run_1/power_grid.png
Bar = 20 um. Pins as bars on the die edge. Tap cells in gray.
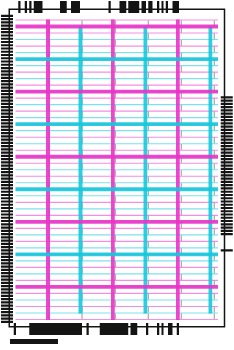
run_1/placement_by_type.png
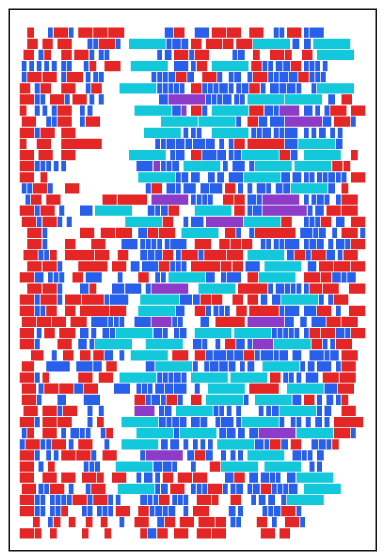
run_1/clk_routes.png
Bar = 20 um.
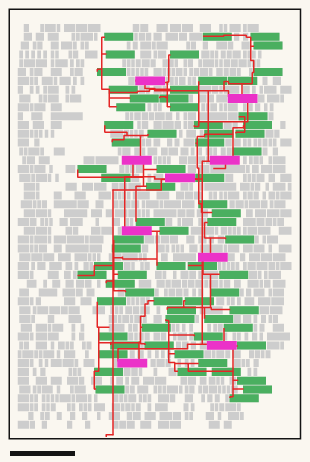
run_1/wires.png
Bar = 20 um. Two of the layers only.
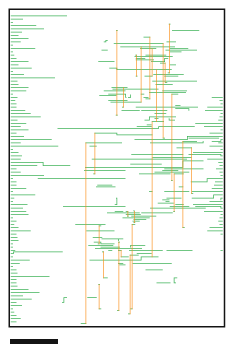
**src/rtl/sram_port_arbiter.sv**
```systemverilog
// Shares one single-port SRAM between a pipelined req/gnt bus master and a boot loader write port.
// Optional bus write lock with error responses: define SRAM_ARB_WR_LOCK_EN.
module sram_port_arbiter #(
  parameter int unsigned AW          = 13,
  parameter int unsigned DW          = 32,
  parameter int unsigned RdLatency   = 1,
  parameter int unsigned Outstanding = 2
) (
  input  logic            clk_i,
  input  logic            rst_ni,
  input  logic            loader_en_i,
  input  logic            loader_we_i,
  input  logic [AW-1:0]   loader_addr_i,
  input  logic [DW-1:0]   loader_wdata_i,
  input  logic            bus_req_i,
  output logic            bus_gnt_o,
  input  logic            bus_we_i,
  input  logic [AW-1:0]   bus_addr_i,
  input  logic [DW-1:0]   bus_wdata_i,
  input  logic [DW/8-1:0] bus_be_i,
  output logic            bus_rvalid_o,
  input  logic            bus_rready_i,
  output logic [DW-1:0]   bus_rdata_o,
  input  logic            lock_i,
  output logic            bus_rerr_o,
  output logic            csb_o,
  output logic            we_o,
  output logic [AW-1:0]   addr_o,
  output logic [DW-1:0]   wdata_o,
  output logic [DW/8-1:0] wmask_o,
  input  logic [DW-1:0]   rdata_i
);

  localparam int unsigned CntW = $clog2(Outstanding + 1);
  localparam int unsigned PtrW = (Outstanding > 1) ? $clog2(Outstanding) : 1;

  logic [CntW-1:0] cnt_q, cnt_d;
  logic            gnt, pop, locked;

  assign gnt       = ~loader_en_i & bus_req_i & (cnt_q < CntW'(Outstanding));
  assign bus_gnt_o = gnt;

`ifdef SRAM_ARB_WR_LOCK_EN
  assign locked = bus_we_i & lock_i;
`else
  logic unused_lock;
  assign unused_lock = lock_i;
  assign locked      = 1'b0;
`endif

  // SRAM pins are driven straight from this cycle's winner; no access is ever deferred.
  always_comb begin
    csb_o   = 1'b1;
    we_o    = 1'b1;
    addr_o  = '0;
    wdata_o = '0;
    wmask_o = '0;
    if (loader_en_i) begin
      if (loader_we_i) begin
        csb_o   = 1'b0;
        we_o    = 1'b0;
        addr_o  = loader_addr_i;
        wdata_o = loader_wdata_i;
        wmask_o = '1;
      end
    end else if (gnt && !locked) begin
      csb_o   = 1'b0;
      we_o    = ~bus_we_i;
      addr_o  = bus_addr_i;
      wdata_o = bus_wdata_i;
      wmask_o = bus_be_i;
    end
  end

  // Credit counter: accepted requests whose response has not yet been popped.
  always_comb begin
    cnt_d = cnt_q;
    if (gnt && !pop) begin
      cnt_d = cnt_q + CntW'(1);
    end else if (!gnt && pop) begin
      cnt_d = cnt_q - CntW'(1);
    end
  end

  always_ff @(posedge clk_i or negedge rst_ni) begin
    if (!rst_ni) begin
      cnt_q <= '0;
    end else begin
      cnt_q <= cnt_d;
    end
  end

  // Latency pipeline tracking which cycle the SRAM read data becomes valid.
  logic [RdLatency-1:0] pipe_vld_q, pipe_we_q;
  logic                 exit_vld, exit_we, exit_err;
  logic [DW-1:0]        exit_data;

  always_ff @(posedge clk_i or negedge rst_ni) begin
    if (!rst_ni) begin
      pipe_vld_q <= '0;
      pipe_we_q  <= '0;
    end else begin
      pipe_vld_q[0] <= gnt;
      pipe_we_q[0]  <= gnt & bus_we_i;
      for (int i = 1; i < RdLatency; i++) begin
        pipe_vld_q[i] <= pipe_vld_q[i-1];
        pipe_we_q[i]  <= pipe_we_q[i-1];
      end
    end
  end

`ifdef SRAM_ARB_WR_LOCK_EN
  logic [RdLatency-1:0] pipe_err_q;

  always_ff @(posedge clk_i or negedge rst_ni) begin
    if (!rst_ni) begin
      pipe_err_q <= '0;
    end else begin
      pipe_err_q[0] <= gnt & locked;
      for (int i = 1; i < RdLatency; i++) begin
        pipe_err_q[i] <= pipe_err_q[i-1];
      end
    end
  end

  assign exit_err = pipe_err_q[RdLatency-1];
`else
  assign exit_err = 1'b0;
`endif

  assign exit_vld  = pipe_vld_q[RdLatency-1];
  assign exit_we   = pipe_we_q[RdLatency-1];
  assign exit_data = exit_we ? '0 : rdata_i;

  // Response FIFO; the exit stage falls through when the FIFO is empty so that
  // grant-to-rvalid equals the SRAM read latency.
  logic [DW-1:0]   fifo_data_q [Outstanding];
  logic [PtrW-1:0] rd_ptr_q, wr_ptr_q;
  logic [CntW-1:0] fcnt_q, fcnt_d;
  logic            fifo_empty, push, fifo_pop;

  function automatic logic [PtrW-1:0] ptr_inc(input logic [PtrW-1:0] p);
    return (p == PtrW'(Outstanding - 1)) ? '0 : p + PtrW'(1);
  endfunction

  assign fifo_empty   = (fcnt_q == '0);
  assign bus_rvalid_o = ~fifo_empty | exit_vld;
  assign pop          = bus_rvalid_o & bus_rready_i;
  assign push         = exit_vld & ~(fifo_empty & pop);
  assign fifo_pop     = pop & ~fifo_empty;

  always_comb begin
    fcnt_d = fcnt_q;
    if (push && !fifo_pop) begin
      fcnt_d = fcnt_q + CntW'(1);
    end else if (!push && fifo_pop) begin
      fcnt_d = fcnt_q - CntW'(1);
    end
  end

  always_ff @(posedge clk_i or negedge rst_ni) begin
    if (!rst_ni) begin
      fcnt_q   <= '0;
      rd_ptr_q <= '0;
      wr_ptr_q <= '0;
      for (int i = 0; i < Outstanding; i++) begin
        fifo_data_q[i] <= '0;
      end
    end else begin
      fcnt_q <= fcnt_d;
      if (push) begin
        fifo_data_q[wr_ptr_q] <= exit_data;
        wr_ptr_q              <= ptr_inc(wr_ptr_q);
      end
      if (fifo_pop) begin
        rd_ptr_q <= ptr_inc(rd_ptr_q);
      end
    end
  end

  always_comb begin
    bus_rdata_o = '0;
    if (!fifo_empty) begin
      bus_rdata_o = fifo_data_q[rd_ptr_q];
    end else if (exit_vld) begin
      bus_rdata_o = exit_data;
    end
  end

`ifdef SRAM_ARB_WR_LOCK_EN
  logic [Outstanding-1:0] fifo_err_q;

  always_ff @(posedge clk_i or negedge rst_ni) begin
    if (!rst_ni) begin
      fifo_err_q <= '0;
    end else if (push) begin
      fifo_err_q[wr_ptr_q] <= exit_err;
    end
  end

  always_comb begin
    bus_rerr_o = 1'b0;
    if (!fifo_empty) begin
      bus_rerr_o = fifo_err_q[rd_ptr_q];
    end else if (exit_vld) begin
      bus_rerr_o = exit_err;
    end
  end
`else
  assign bus_rerr_o = 1'b0;
`endif

endmodule

```
**config.mk**
```make
export PLATFORM = sky130hd
export DESIGN_NAME = sram_port_arbiter
export DESIGN_NICKNAME = d
export VERILOG_FILES = /design/src/rtl/sram_port_arbiter.sv
export SDC_FILE = /design/constraint.sdc
export NUM_CORES = 1
export LEC_CHECK = 0
export ABC_AREA = 1
export CAP_MARGIN = 20
export CORE_ASPECT_RATIO = 1.5
export CORE_MARGIN = 2
export CORE_UTILIZATION = 42
export CTS_CLUSTER_DIAMETER = 40
export CTS_CLUSTER_SIZE = 8
export DETAILED_ROUTE_END_ITERATION = 16
export PLACE_DENSITY = 0.81
export SYNTH_ARGS = -nofsm -noshare
export SYNTH_HDL_FRONTEND = slang
export SYNTH_SLANG_ARGS = --single-unit
```
**constraint.sdc**
```tcl
create_clock -name clk_i -period 2 [get_ports clk_i]
set_clock_uncertainty 0.1 [all_clocks]
set_input_delay 0.3 -clock clk_i [delete_from_list [all_inputs] [get_ports clk_i]]
set_output_delay 0.3 -clock clk_i [all_outputs]
set_load 0.02 [all_outputs]
```
==> job_summary.md, run 1 <==
## PnR job results

| Metric | Value |
|---|---|
| Status | `finished, violations left` |
| Failing checks | `negative setup slack` |
| Crit-path cells | `buf_6 > nor2_4 > buf_6 > clkbuf_16 > nand3_2 > o21ai_2 > buf_6` |
| H-tree Lvls | `3` |
| Combinational Area | `2570 um2` |
| Yosys top cell area share | `39.3%` |
| Post-DP HPWL | `13.0 mm` |
| Hold Crit Class | `input pin to async pin` |
| CP delay by family, top | `buffers and inverters` |
| Chip area | `11800 um2` |
| Root Buffer | `clkbuf_16` |
| Post-synthesis sequential area ratio | `39.3%` |
| Antenna viol nets, final | `0` |
| Net Count, Synth | `840` |
| Worst setup margin | `-0.0399 ns` |
| Cell with the most instances after synthesis | `nand2_1` |
| # fillers | `802` |
| DRT Wirelength | `19.1 mm` |
| Critical Path Stages | `7` |
| Met1 Wirelength | `6.77 mm` |
| Post-CTS Hold Buffers | `1` |
| Tool warnings | `29` |
| Dpl cells | `1080` |
| Critical Path Source Type | `flop` |
| Yosys Instances | `705` |
| GRT overflow | `0` |
| Port Buffers | `217` |
| Count of clock buffers in the final design | `14` |
| Comb area share | `32.5%` |
| Buffering overhead | `36.3%` |
| CTS resizes | `411` |
| R2r setup slk | `0.10 ns` |
| Setup crit start | `fcnt_q[1]` |
| Count of plain and timing-repair buffers | `305` |
| Critical Path AT | `1.64 ns` |
| Wire per inst | `17.1 um` |
| Post-route insts no fill | `1113` |
| Max Clk Rate | `0.490 GHz` |
| Vias per inst | `5.45` |
| Registers | `72` |
| Clk power | `1690 uW` |
| XOR/XNOR Fraction of Synth Area | `0.382%` |
| Max rail drop VDD | `631 uV` |
| Logic power comb | `5990 uW` |
| Buf+Inv Stages, Crit Path | `4` |
| Met2 routed WL | `9.77 mm` |
| Post-synthesis async set-or-reset flop share | `100%` |
| Power Internal | `5680 uW` |
| Complex Gates by Area | `7.09%` |
| Total Routing Usage GR | `31.6%` |
| Main flop type | `dfrtp_1` |
| Syn Std Cell Area | `4590 um2` |
| Yosys warning count | `0` |
| DP Worst Slack | `-0.553 ns` |
| Comb pwr share | `58.7%` |
| Top non-seq family | `simple AND/OR/NAND/NOR gates` |
| Largest net degree at the start of global routing | `36` |
| Syn Inst Count | `705` |
| Antenna fix cells | `0` |
| Crit-path slowest cell | `dfrtp_1` |
| Dominant cell type by area after synthesis | `dfrtp_1` |
| Clock power share | `16.6%` |
| Seq cells post-synth | `72` |
| Minimum clock period | `2.04 ns` |
| Met1 Use GR | `36.9%` |
| Sequential power | `2530 uW` |
| Yosys Chip Area | `4590 um2` |
| Floorplan Utilization | `43.3%` |
| Gp weighted congestion | `0.885` |
| Clock Network Area Fraction | `4.04%` |
| Sequential share of cell area | `22.8%` |
| Row count | `46` |
| Global-route wire length before repair | `29.3 mm` |
| Sink Count | `72` |
| Busiest metal layer after global routing | `met2` |
| Final Hold Vio Count | `0` |
| Chip height | `132 um` |
| Total CTS buffers | `9` |
| Share of layout cells above drive strength 1 | `25.6%` |
| Postcts setup bufs | `11` |
| Area-dominant class | `non-clock buffers` |
| Count of final setup violators | `13` |
| Top Layer Used | `met4` |
| Clock Pin Slew Worst Setup and Hold Paths | `0.05 ns` |
| R2R cell count | `11` |
| Antenna violations before repair | `0` |
| Worst Setup End Kind | `primary output` |
| CP required | `1.60 ns` |
## Picture notes: power_grid.png
net	color
VSS	magenta
VDD	cyan
rows	46
met5 straps	9
tap cells	144

## Picture notes: placement_by_type.png
class	color	cells	share of their area
clock drivers and dummy loads	purple	16	4.1%
other buffers and delay cells	red	305	37%
combinational and other logic	blue	576	35%
flops	cyan	72	23%

## Picture notes: clk_routes.png
[clock wires] red | length: 918 um
[clock drivers] magenta | count: 9
[flip-flops] green | count: 72
routed clock nets	10

## Picture notes: wires.png
layer	color	wire length
metal 4	orange	585 um
metal 3	green	1950 um

run 1: flip-flops by register name, indices dropped and copies added (netlist names):
name	count
cnt_q	2
rd_ptr_q	1
exit_vld	1
fifo_data_q	64
wr_ptr_q	1
exit_we	1
fcnt_q	2
run 1: through the flow:
stage                     cell area (um2)  power [uW]  utilization [%]  TNS, ns
after global routing                 7910       10800             74.7    -1.76
after floorplan                      4590        5380                -        0
after CTS                            7610        9710             71.8   -0.944
after detailed placement             7300        7960             69.0   -27.66
after global placement               7300        7770             69.0   -26.59
final                                7910       10200             74.7   -0.246
## Run 2: what changed since run 1
--- a/constraint.sdc
+++ b/constraint.sdc
@@ -4,2 +4,2 @@
 set_output_delay 0.3 -clock clk_i [all_outputs]
-set_load 0.02 [all_outputs]
+set_load 0.1 [all_outputs]
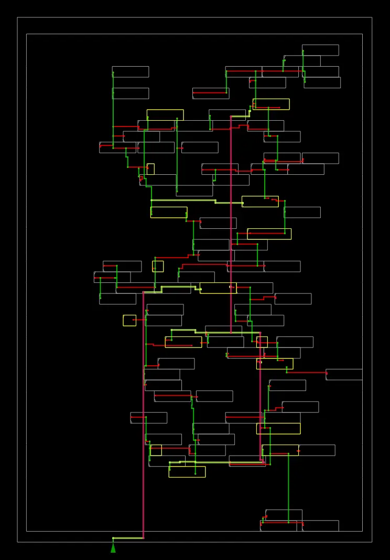
run_2/clocks.png
count of clock buffers in the final design: 9
total CTS buffers: 9
Latency at later pin: 0.34 ns

==> job_summary.md, run 2 <==
## PnR job results

| Metric | Value |
|---|---|
| Status | `finished, violations left (unchanged)` |
| Failing checks | `negative setup slack (unchanged)` |
| Post-route insts no fill | `1077 (was 1113)` |
| Count of final setup violators | `78 (was 13)` |
| Yosys warning count | `0 (unchanged)` |
| Sequential power | `2610 uW (was 2530 uW)` |
| H-tree Lvls | `3 (unchanged)` |
| Met1 Use GR | `39.0% (was 36.9%)` |
| Total Routing Usage GR | `36.1% (was 31.6%)` |
| Largest net degree at the start of global routing | `44 (was 36)` |
| Row count | `46 (unchanged)` |
| Clock power share | `10.7% (was 16.6%)` |
| Antenna viol nets, final | `0 (unchanged)` |
| Area-dominant class | `non-clock buffers (unchanged)` |
| Max rail drop VDD | `1130 uV (was 631 uV)` |
| Critical Path Stages | `6 (was 7)` |
| Final Instance Area | `9240 um2 (was 7910 um2)` |
| Combinational Area | `3120 um2 (was 2570 um2)` |
| Worst setup margin | `-0.0787 ns (was -0.0399 ns)` |
| R2r setup slk | `0.13 ns (was 0.10 ns)` |
| Clk power | `1730 uW (was 1690 uW)` |
| R2R cell count | `8 (was 11)` |
| Power Internal | `7240 uW (was 5680 uW)` |
| Largest register FFs | `64 (unchanged)` |
| Worst Setup End Kind | `primary output (unchanged)` |
| Crit-path slowest cell | `dfrtp_1 (unchanged)` |
| Met2 routed WL | `11.2 mm (was 9.77 mm)` |
| Yosys Chip Area | `4590 um2 (unchanged)` |
| Comb area share | `33.8% (was 32.5%)` |
| Port Buffers | `217 (unchanged)` |
| CP delay by family, top | `buffers and inverters (unchanged)` |
| Minimum clock period | `2.08 ns (was 2.04 ns)` |
| Met1 Wirelength | `6.81 mm (was 6.77 mm)` |
| Chip height | `132 um (unchanged)` |
| Gp weighted congestion | `0.859 (was 0.885)` |
| Net Count, Synth | `840 (unchanged)` |
## run 2: cell families after synthesis
logic type / Yosys count / synth area share (%)
simple gates: 463 / 43.2
buf+inv: 101 / 9.71
flops: 72 / 39.3
compound gates: 65 / 7.09
xor+xnor: 2 / 0.382
fa+ha+maj: 1 / 0.273
other cells: 1 / 0.0817
## run 2: what timing repair did
item                       CTS  global route
hold endpoints to repair    29             0
gates cloned                 5             2
resized                    111            59
setup buffers                9             1
setup endpoints to repair   84            84
hold buffers                 1             0
pin swaps                    4             8
## run 2: metrics by stage
stage,TNS (ns),util (%)
final,-2.64,87.2
after global routing,-7.39,87.2
after CTS,-1.05,84.8
after detailed placement,-4.95,77.8
after global placement,-3.09,77.8
after floorplan,-0.126,-
Power is estimated from default activity; no workload was simulated.
